**config.mk**
```make
export PLATFORM = sky130hd
export DESIGN_NAME = store_buffer
export DESIGN_NICKNAME = d
export VERILOG_FILES = /design/src/rtl/sb_pkg.sv /design/src/rtl/store_buffer.sv
export SDC_FILE = /design/constraint.sdc
export NUM_CORES = 2
export LEC_CHECK = 0
export CAP_MARGIN = 20
export CELL_PAD_IN_SITES_DETAIL_PLACEMENT = 0
export CELL_PAD_IN_SITES_GLOBAL_PLACEMENT = 2
export CORE_ASPECT_RATIO = 0.8
export CORE_MARGIN = 1.5
export CORE_UTILIZATION = 46
export CTS_CLUSTER_SIZE = 40
export DETAILED_ROUTE_END_ITERATION = 8
export DONT_BUFFER_PORTS = 1
export PLACE_DENSITY_LB_ADDON = 0.1
export SLEW_MARGIN = 20
export SYNTH_ARGS = -nofsm -noshare
export SYNTH_HDL_FRONTEND = slang
export SYNTH_SLANG_ARGS = --single-unit
```
**constraint.sdc**
```tcl
create_clock -name clk_i -period 46.5 [get_ports clk_i]
set_input_delay 11.625 -clock clk_i [delete_from_list [all_inputs] [get_ports clk_i]]
set_output_delay 11.625 -clock clk_i [all_outputs]
set_load 0.05 [all_outputs]
```
**src/rtl/sb_pkg.sv**
```systemverilog
// Store buffer shared types: entry state encoding, entry record,
// data-path widths and the lane popcount helper.
package sb_pkg;

    localparam int PLEN  = 32;
    localparam int XLEN  = 32;
    localparam int BEW   = XLEN / 8;
    localparam int LANES = 4;

    typedef enum logic [1:0] {
        SB_FREE,
        SB_ALLOC,
        SB_FILLED,
        SB_COMMITTED
    } sb_state_e;

    typedef struct packed {
        sb_state_e        state;
        logic [PLEN-1:0]  addr;
        logic [XLEN-1:0]  data;
        logic [BEW-1:0]   be;
    } sb_entry_t;

    function automatic logic [2:0] popcnt4(input logic [3:0] v);
        popcnt4 = 3'(v[0]) + 3'(v[1]) + 3'(v[2]) + 3'(v[3]);
    endfunction

endpackage

```
**src/rtl/store_buffer.sv**
```systemverilog
// In-order store buffer: allocates IDs at rename, captures LSU fills,
// marks ROB commits and drains committed stores to the D-cache.
// Ports:
//   clk_i, rst_i (async, active-high), flush_i
//   alloc_req_i/alloc_en_i -> alloc_ready_o, alloc_id_o  (rename side)
//   fill_valid_i, fill_sb_id_i, fill_addr_i/data_i/be_i (LSU side)
//   commit_valid_i, commit_sb_id_i                      (ROB side)
//   dc_req_valid_o/ready_i, dc_req_addr/data/be_o       (D-cache side)
//   empty_o                                              (status)
module store_buffer
    import sb_pkg::*;
#(
    parameter int SB_DEPTH     = 16,
    parameter int SB_IDX_WIDTH = $clog2(SB_DEPTH)
) (
    input  logic                               clk_i,
    input  logic                               rst_i,
    input  logic                               flush_i,
    input  logic [LANES-1:0]                   alloc_req_i,
    input  logic                               alloc_en_i,
    output logic                               alloc_ready_o,
    output logic [LANES-1:0][SB_IDX_WIDTH-1:0] alloc_id_o,
    input  logic                               fill_valid_i,
    input  logic [SB_IDX_WIDTH-1:0]            fill_sb_id_i,
    input  logic [PLEN-1:0]                    fill_addr_i,
    input  logic [XLEN-1:0]                    fill_data_i,
    input  logic [BEW-1:0]                     fill_be_i,
    input  logic [LANES-1:0]                   commit_valid_i,
    input  logic [LANES-1:0][SB_IDX_WIDTH-1:0] commit_sb_id_i,
    output logic                               dc_req_valid_o,
    input  logic                               dc_req_ready_i,
    output logic [PLEN-1:0]                    dc_req_addr_o,
    output logic [XLEN-1:0]                    dc_req_data_o,
    output logic [BEW-1:0]                     dc_req_be_o,
    output logic                               empty_o
);

    localparam int PTRW = SB_IDX_WIDTH + 1;

    sb_entry_t                 sb_q [SB_DEPTH];
    sb_state_e                 st_d [SB_DEPTH];
    logic [PTRW-1:0]           head_q, tail_q, head_d, tail_d;
    logic [PTRW-1:0]           count, ncomm;
    logic [PTRW:0]             free_cnt;
    logic [2:0]                n_req;
    logic [SB_IDX_WIDTH-1:0]   head_idx, k;
    logic                      alloc_fire, fill_ok, drain;

    // Occupancy comes from registered pointers only, so a slot freed by
    // this cycle's drain is not offered to rename until next cycle.
    assign count    = tail_q - head_q;
    assign free_cnt = (PTRW+1)'(SB_DEPTH) - (PTRW+1)'(count);
    assign n_req    = popcnt4(alloc_req_i);
    assign alloc_ready_o = (PTRW+1)'(n_req) <= free_cnt;
    assign empty_o  = (count == '0);

    assign alloc_fire = alloc_en_i && alloc_ready_o && !flush_i;
    assign fill_ok    = fill_valid_i && !flush_i
                        && (sb_q[fill_sb_id_i].state == SB_ALLOC);

    assign head_idx       = head_q[SB_IDX_WIDTH-1:0];
    assign dc_req_valid_o = (sb_q[head_idx].state == SB_COMMITTED);
    assign dc_req_addr_o  = sb_q[head_idx].addr;
    assign dc_req_data_o  = sb_q[head_idx].data;
    assign dc_req_be_o    = sb_q[head_idx].be;
    assign drain          = dc_req_valid_o && dc_req_ready_i;

    // k-th requesting lane gets tail + k.
    always_comb begin
        k = '0;
        for (int l = 0; l < LANES; l++) begin
            alloc_id_o[l] = '0;
            if (alloc_req_i[l]) begin
                alloc_id_o[l] = tail_q[SB_IDX_WIDTH-1:0] + k;
                k = k + SB_IDX_WIDTH'(1);
            end
        end
    end

    // Commits are applied before the flush so a store retiring in the
    // flush cycle survives it.
    always_comb begin
        for (int i = 0; i < SB_DEPTH; i++) st_d[i] = sb_q[i].state;
        for (int l = 0; l < LANES; l++) begin
            if (commit_valid_i[l]
                && sb_q[commit_sb_id_i[l]].state == SB_FILLED)
                st_d[commit_sb_id_i[l]] = SB_COMMITTED;
        end
        if (drain) st_d[head_idx] = SB_FREE;
        if (flush_i) begin
            for (int i = 0; i < SB_DEPTH; i++) begin
                if (st_d[i] == SB_ALLOC || st_d[i] == SB_FILLED)
                    st_d[i] = SB_FREE;
            end
        end else begin
            if (fill_ok) st_d[fill_sb_id_i] = SB_FILLED;
            if (alloc_fire) begin
                for (int l = 0; l < LANES; l++) begin
                    if (alloc_req_i[l]) st_d[alloc_id_o[l]] = SB_ALLOC;
                end
            end
        end
    end

    always_comb begin
        ncomm = '0;
        for (int i = 0; i < SB_DEPTH; i++) begin
            if (st_d[i] == SB_COMMITTED) ncomm = ncomm + PTRW'(1);
        end
    end

    // Committed entries are contiguous from head, so a flush rewinds
    // tail to just past the last surviving committed store.
    always_comb begin
        head_d = head_q + PTRW'(drain);
        tail_d = tail_q;
        if (flush_i)         tail_d = head_d + ncomm;
        else if (alloc_fire) tail_d = tail_q + PTRW'(n_req);
    end

    always_ff @(posedge clk_i or posedge rst_i) begin
        if (rst_i) begin
            head_q <= '0;
            tail_q <= '0;
            for (int i = 0; i < SB_DEPTH; i++) sb_q[i] <= '0;
        end else begin
            head_q <= head_d;
            tail_q <= tail_d;
            for (int i = 0; i < SB_DEPTH; i++) sb_q[i].state <= st_d[i];
            if (fill_ok) begin
                sb_q[fill_sb_id_i].addr <= fill_addr_i;
                sb_q[fill_sb_id_i].data <= fill_data_i;
                sb_q[fill_sb_id_i].be   <= fill_be_i;
            end
        end
    end

    // Protocol checks: fills target allocated entries, commits target
    // filled entries.
    always @(posedge clk_i) begin
        if (!rst_i && fill_valid_i)
            assert (sb_q[fill_sb_id_i].state == SB_ALLOC);
        for (int l = 0; l < LANES; l++) begin
            if (!rst_i && commit_valid_i[l])
                assert (sb_q[commit_sb_id_i[l]].state == SB_FILLED);
        end
    end

endmodule

```
==> Changelog: implementation <==
### Physical design

- Status: complete, no violations
- Hold WS: 466 ps
- Worst Path Required: 34880 ps
- Tool warnings: around 47
- Net Switching: between 0.0006 and 0.0007 W
- Cell count after placement: 5711
- Commonest flop: dfrtp_1
- Flop share of the area: ~46%
- Post-CTS Setup Repair Bufs: 0
- Fmax: 0.0391 GHz
- Worst-margin pin slew: between 1000 and 1500 ps
- Vias in the first global route: 36.0k
- CTS buffer count: 114
- Comb area leader: multiplexers
- Synth cell types: between 90 and 100
- Seq cells post-synth: roughly 1.1k
- Footprint of the multi-input gates: 26400 um^2
- Syn Inst Count: 4369
- End of the worst register-to-register path: tail_q[4]
- Mux area share: 31.4%
- Critical Path Fanout Max: 10
- Gr usage total: 26.4%
- Nets: 4356
- Top cells, area: dfrtp_1, mux2_2, mux4_2
- H-Tree Depth: 3
- Hold path depth: 2
- Fillers: 10.7k
- Comb pwr share: 16.1%
- Leakage: 29.3 nW
- Residual DRC count: 0
- Internal Power: 0.00183 W
per-layer routing:
layer	wire length (um)	vias up	global-route usage, %
met5	0	-	0
met4	2960	0	5.26
met3	8560	180	4.81
met2	75300	734	41.5
met1	75600	19000	38.7
li1	-	15400	-
worst register-to-register path, delay by kind of cell (launching register included):
| kind | cells | cell delay, ps |
|---|---|---|
| XOR/XNOR | 9 | 1600 |
| adder cells (fa/ha/maj) | 15 | 4520 |
| AND-OR/OR-AND | 19 | 4350 |
| flip-flops | 1 | 780 |
| buffers and inverters | 7 | 720 |
| AND/OR/NAND/NOR | 8 | 1260 |
| multiplexers | 4 | 940 |
Fig. 1: M4 wires
(1 px per um) Cells faint in the background.
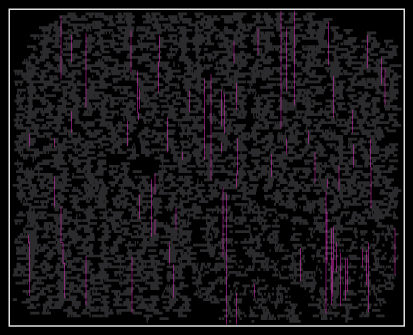
The layer carries 2960 um of wire. The longest straight run is 131 um. The wires run mostly vertical. The layer holds 1.8% of the routed length.
vias: 35.3k
routed wire length: 162000 um

Fig. 2: clock network drawn from the DEF
(1 px per um)
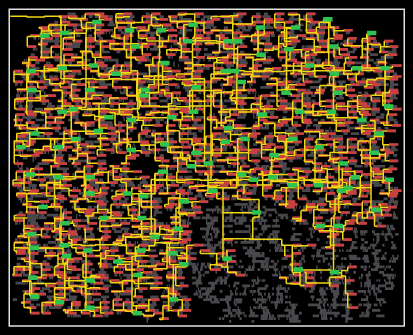
Key: clock wires = yellow [length 15000 um]; flip-flops = red [count 1130]; clock drivers = green [count 114]
Position of the flops: spread over the die.
Clk. pwr: 0.000960 W
worst-skew pair later-pin latency: 730 ps
Max Clock Skew: 17.4 ps

Power and IR drop assume default switching activity.
